===== config.mk =====
export PLATFORM = sky130hd
export DESIGN_NAME = twiddle_index_seq
export DESIGN_NICKNAME = d
export VERILOG_FILES = /design/src/rtl/twiddle_index_seq.sv
export SDC_FILE = /design/constraint.sdc
export NUM_CORES = 1
export LEC_CHECK = 0
export CORE_UTILIZATION = 44
export CTS_CLUSTER_DIAMETER = 30
export DETAILED_ROUTE_END_ITERATION = 16
export PLACE_DENSITY = 0.84
export RECOVER_POWER = 50
export SYNTH_ARGS = -nofsm -noshare
export SYNTH_HDL_FRONTEND = slang
export SYNTH_SLANG_ARGS = --single-unit

===== constraint.sdc =====
create_clock -name clk -period 1.22 [get_ports clk]
set_clock_uncertainty 0.05 [all_clocks]
set_input_delay 0.122 -clock clk [delete_from_list [all_inputs] [get_ports clk]]
set_output_delay 0.122 -clock clk [all_outputs]
set_load 0.05 [all_outputs]

===== src/rtl/twiddle_index_seq.sv =====
// Per-stage twiddle ROM index sequencer for a streaming radix-2 DIF FFT.
// Optional frame_end output is enabled by defining TWIDDLE_IDX_FRAME_END_EN.
module twiddle_index_seq #(
    parameter  int FFT_SIZE = 16,
    localparam int L = $clog2(FFT_SIZE),
    localparam int S = L - 1,
    localparam int W = L - 1
) (
    input  logic                clk,
    input  logic                rst,
    input  logic                flush,
    input  logic [S-1:0]        stage_valid,
    output logic [S-1:0][W-1:0] indexes,
    output logic [S-1:0]        idx_valid,
`ifdef TWIDDLE_IDX_FRAME_END_EN
    output logic [S-1:0]        frame_end,
`endif
    output logic [S-1:0]        mul_en
);

    // Stage s walks twiddles W^(k*2^s) for k in 0..span_s-1, span_s = N >> (s+1).
    function automatic logic [W-1:0] stage_index(input logic [L-1:0] cnt, input int s);
        logic [L-1:0] masked;
        masked = cnt & L'((FFT_SIZE >> (s + 1)) - 1);
        return W'(masked << s);
    endfunction

    logic [S-1:0][L-1:0] cnt_q, cnt_d;
    logic [S-1:0][W-1:0] indexes_q, indexes_d;
    logic [S-1:0]        idx_valid_q, idx_valid_d;
    logic [S-1:0]        mul_en_q, mul_en_d;
`ifdef TWIDDLE_IDX_FRAME_END_EN
    logic [S-1:0]        frame_end_q, frame_end_d;
`endif

    always_comb begin
        cnt_d       = cnt_q;
        indexes_d   = indexes_q;
        mul_en_d    = mul_en_q;
        idx_valid_d = '0;
`ifdef TWIDDLE_IDX_FRAME_END_EN
        frame_end_d = '0;
`endif
        if (flush) begin
            cnt_d = '0;
        end else begin
            for (int s = 0; s < S; s++) begin
                if (stage_valid[s]) begin
                    cnt_d[s]       = cnt_q[s] + L'(1);
                    idx_valid_d[s] = 1'b1;
                    // The top bit of the stage's butterfly span selects the lower (multiplied) leg.
                    mul_en_d[s]    = cnt_q[s][L-1-s];
                    indexes_d[s]   = cnt_q[s][L-1-s] ? stage_index(cnt_q[s], s) : '0;
`ifdef TWIDDLE_IDX_FRAME_END_EN
                    frame_end_d[s] = (cnt_q[s] == L'(FFT_SIZE - 1));
`endif
                end
            end
        end
    end

    always_ff @(posedge clk) begin
        if (rst) begin
            cnt_q       <= '0;
            indexes_q   <= '0;
            idx_valid_q <= '0;
            mul_en_q    <= '0;
`ifdef TWIDDLE_IDX_FRAME_END_EN
            frame_end_q <= '0;
`endif
        end else begin
            cnt_q       <= cnt_d;
            indexes_q   <= indexes_d;
            idx_valid_q <= idx_valid_d;
            mul_en_q    <= mul_en_d;
`ifdef TWIDDLE_IDX_FRAME_END_EN
            frame_end_q <= frame_end_d;
`endif
        end
    end

    assign indexes   = indexes_q;
    assign idx_valid = idx_valid_q;
    assign mul_en    = mul_en_q;
`ifdef TWIDDLE_IDX_FRAME_END_EN
    assign frame_end = frame_end_q;
`endif

endmodule


==> flow_summary.yaml <==
# synthesis and place-and-route metrics
sta:
  tns_ns: 0
  setup_viol: 0
  slew_violations: 0
  finalCriticalPeriod_ns: 1.089
  hold_viol: 0
  fmax_ghz: 0.9183
  fin_hold_ws_ns: 0.4466
  min_period_over_period: 0.8926
global_routing:
  grt_start_max_net_pins: 13
  grt_pass1_vias: 557
  grtUsageTotal: 0.1602
  grt_pass1_wl_mm: 2.311
  antenna_found_initial: 0
finish:
  final_common_cell: "dfxtp_1"
  antennaDiodeCount: 0
  fin_nets: 117
  mostFrequentLayoutCells: "21 x dfxtp_1, 13 x nor2_1, 11 x nand2_1, 11 x buf_12, 7 x a21oi_1"
  area_delta_synth_final_pct: 42.57
  drive_above_1_share: 0.1963
  layout.cells.non_filler: 132
die:
  rows: 15
  die-width_um: 44.63
  die.size.y_um: 44.63
  dieArea_sq_um: 1991
cts:
  path_clk_slew_ns: 0.11
  cts_root_buffer: "clkbuf_4"
  htree_levels: 1
  cts_tree: "built"
  hold_buffers: 0
  clk_latency_ns: 0.29
  clock-sinks: 21
  cts_setup_buffers: 0
route:
  vias: 611
  drc: 0
  dr.pass1.iters: 4
  postRouteAntennaNets: 0
  totalWireLength_mm: 1.381
  via_per_inst: 4.629
  wl_per_cell_um: 10.46
  drtIter0Drc: 7
flow_run:
  max-cap-violations: 0
  tool_warnings: 26
pwr:
  total_power_uw: 1158
  clkPwrFrac: 0.277
  power_frac_comb: 0.114
  switchingPower_uw: 284.4
  cellLeakagePower_uw: 0.0004592
  powerDensity_nw_per_um2: 1016
  seqPwrFrac: 0.609
synthesis:
  synth.distinct_cells: 18
  synth_seq_share: 0.5258
  synthCells: 85
  ys_seq_elements: 21
  ys_chip_area_sq_um: 799.5
  synth.avg_cell_area_sq_um: 9.406
  netlist_area_sq_um: 799.5
critical_path:
  r2r_slack_ns: 0.22
  worst-path-buf-inv: 1
  critPathMaxFanout: 6
  endpoint_kind: "flip-flop"
  cp_top_family: "buffers and inverters"
  slowest_delay_ns: 0.59
  worstSetupPathDepth: 4
  crit_chain: "dlygate4sd3_1, and2b_1, mux2i_1, nor2_1"
placement:
  port_buffers: 17
  dp_cells: 128
  gp_congestion: 0.6943
  dp_hpwl_mm: 1.093
status:
  outcome: "finished clean"
min_path:
  holdPathStages: 2
metrics by stage:
| step | setup slack (ns) | cell area, sq um |
|---|---|---|
| 2_1_floorplan | 0.2724 | 807.0 |
| 3_3_place_gp | -0.02973 | 1127 |
| 3_5_place_dp | -0.08188 | 1127 |
| 4_1_cts | 0.1827 | 1155 |
| 5_1_grt | 0.09196 | 1140 |
| 6_report | 0.1310 | 1140 |
power by group through the flow:
stage                     combinational [uW]  sequential (uW)  clock [uW]
after floorplan                         70.7              733           0
after global placement                   132              722           0
after detailed placement                 136              722           0
after CTS                                138              707         334
after global routing                     142              708         366
final                                    132              706         321
worst min-delay path: stages (launching register included):
cell and delay [ns]:
dfxtp_1 0.35, nand2_1 0.06, a21oi_1 0.05
cell families after synthesis:
family	count (synthesis)	synth area share
flops	21	0.5258
xor+xnor	6	0.06574
compound gates	7	0.04381
mux	5	0.06260
other cells	1	0.004690
simple gates	37	0.2113
fa+ha+maj	3	0.04695
buf+inv	5	0.03911
synth_stat cells:
| library cell | number | area (sq um) |
|---|---|---|
| xnor2_1 | 3 | 26.28 |
| xor2_1 | 3 | 26.28 |
| nor2b_1 | 1 | 6.260 |
| buf_4 | 3 | 22.52 |
| nand2_1 | 11 | 41.29 |
| nand3_1 | 5 | 25.02 |
| and2b_1 | 3 | 22.52 |
| nand2b_1 | 2 | 12.51 |
| conb_1 | 1 | 3.750 |
| dfxtp_1 | 21 | 420.4 |
| nor2_1 | 13 | 48.80 |
| ha_1 | 3 | 37.54 |
| or2_2 | 1 | 6.260 |
| a21oi_1 | 7 | 35.03 |
| buf_2 | 1 | 5.000 |
| nand4_1 | 1 | 6.260 |
| mux2i_1 | 5 | 50.05 |
| buf_1 | 1 | 3.750 |
cell type report:
| cell class | count | area [sq um] |
|---|---|---|
| clock inverters | 1 | 5.005 |
| fillers | 132 | 568.0 |
| repair buffers | 21 | 305.3 |
| well taps | 25 | 31.28 |
| flip-flops and latches | 21 | 420.4 |
| clock buffers | 3 | 22.52 |
| multi-input cells | 61 | 355.3 |
path summary, 6_finish.rpt:
path	start	end
worst max-delay path	flush	indexes[8]
worst min-delay path	indexes[4]	indexes[4]
worst max register to register	cnt_q[4]	cnt_q[5]
worst min register to register	indexes[4]	indexes[4]
state kept, by name, summed over array words and instances (netlist names):
register	count
cnt_q	9
idx_valid	3
indexes	6
mul_en	3
routing by layer:
layer | wire length (um) | global-route usage | part of all wire | up-vias
li1 | - | - | - | 314
met1 | 584 | 0.1848 | 0.42 | 275
met2 | 726 | 0.2882 | 0.53 | 20
met3 | 65 | 0.03673 | 0.047 | 2
met4 | 5 | 0.05455 | 0.0036 | 0
met5 | 0 | 0 | 0 | -
Cell outlines without signal wires:
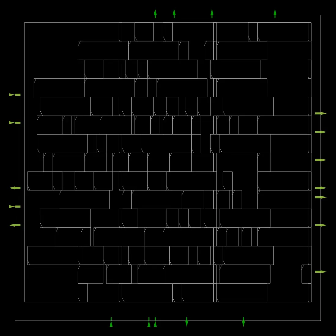
fillers: 132
core area: 1708 sq um

Register map, names as in the netlist:
Other sequential cells in the stronger gray, the rest of the logic in the fainter gray.
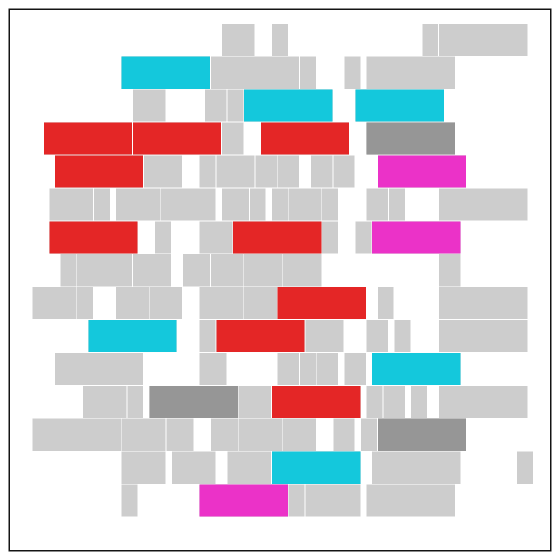
Magenta is `idx_valid`, sequential cells 3. Cyan is `indexes`, sequential cells 6. Red is `cnt_q`, sequential cells 9.
Another 3 sequential cells are not colored.
final core occ: 0.6674
FF+latch area: 420.4 sq um
sequential power: 706 uW
flop share of the area: 0.3688

Routed metal, one color a layer:
Scale bar: 10 um. Two of the layers only.
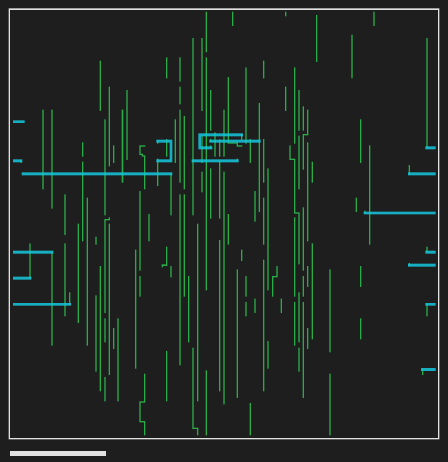
Cyan is M3, wire length 65.5 um. Green is M2, wire length 727 um.

No activity file was given, so power comes from the tool's default toggle rates.
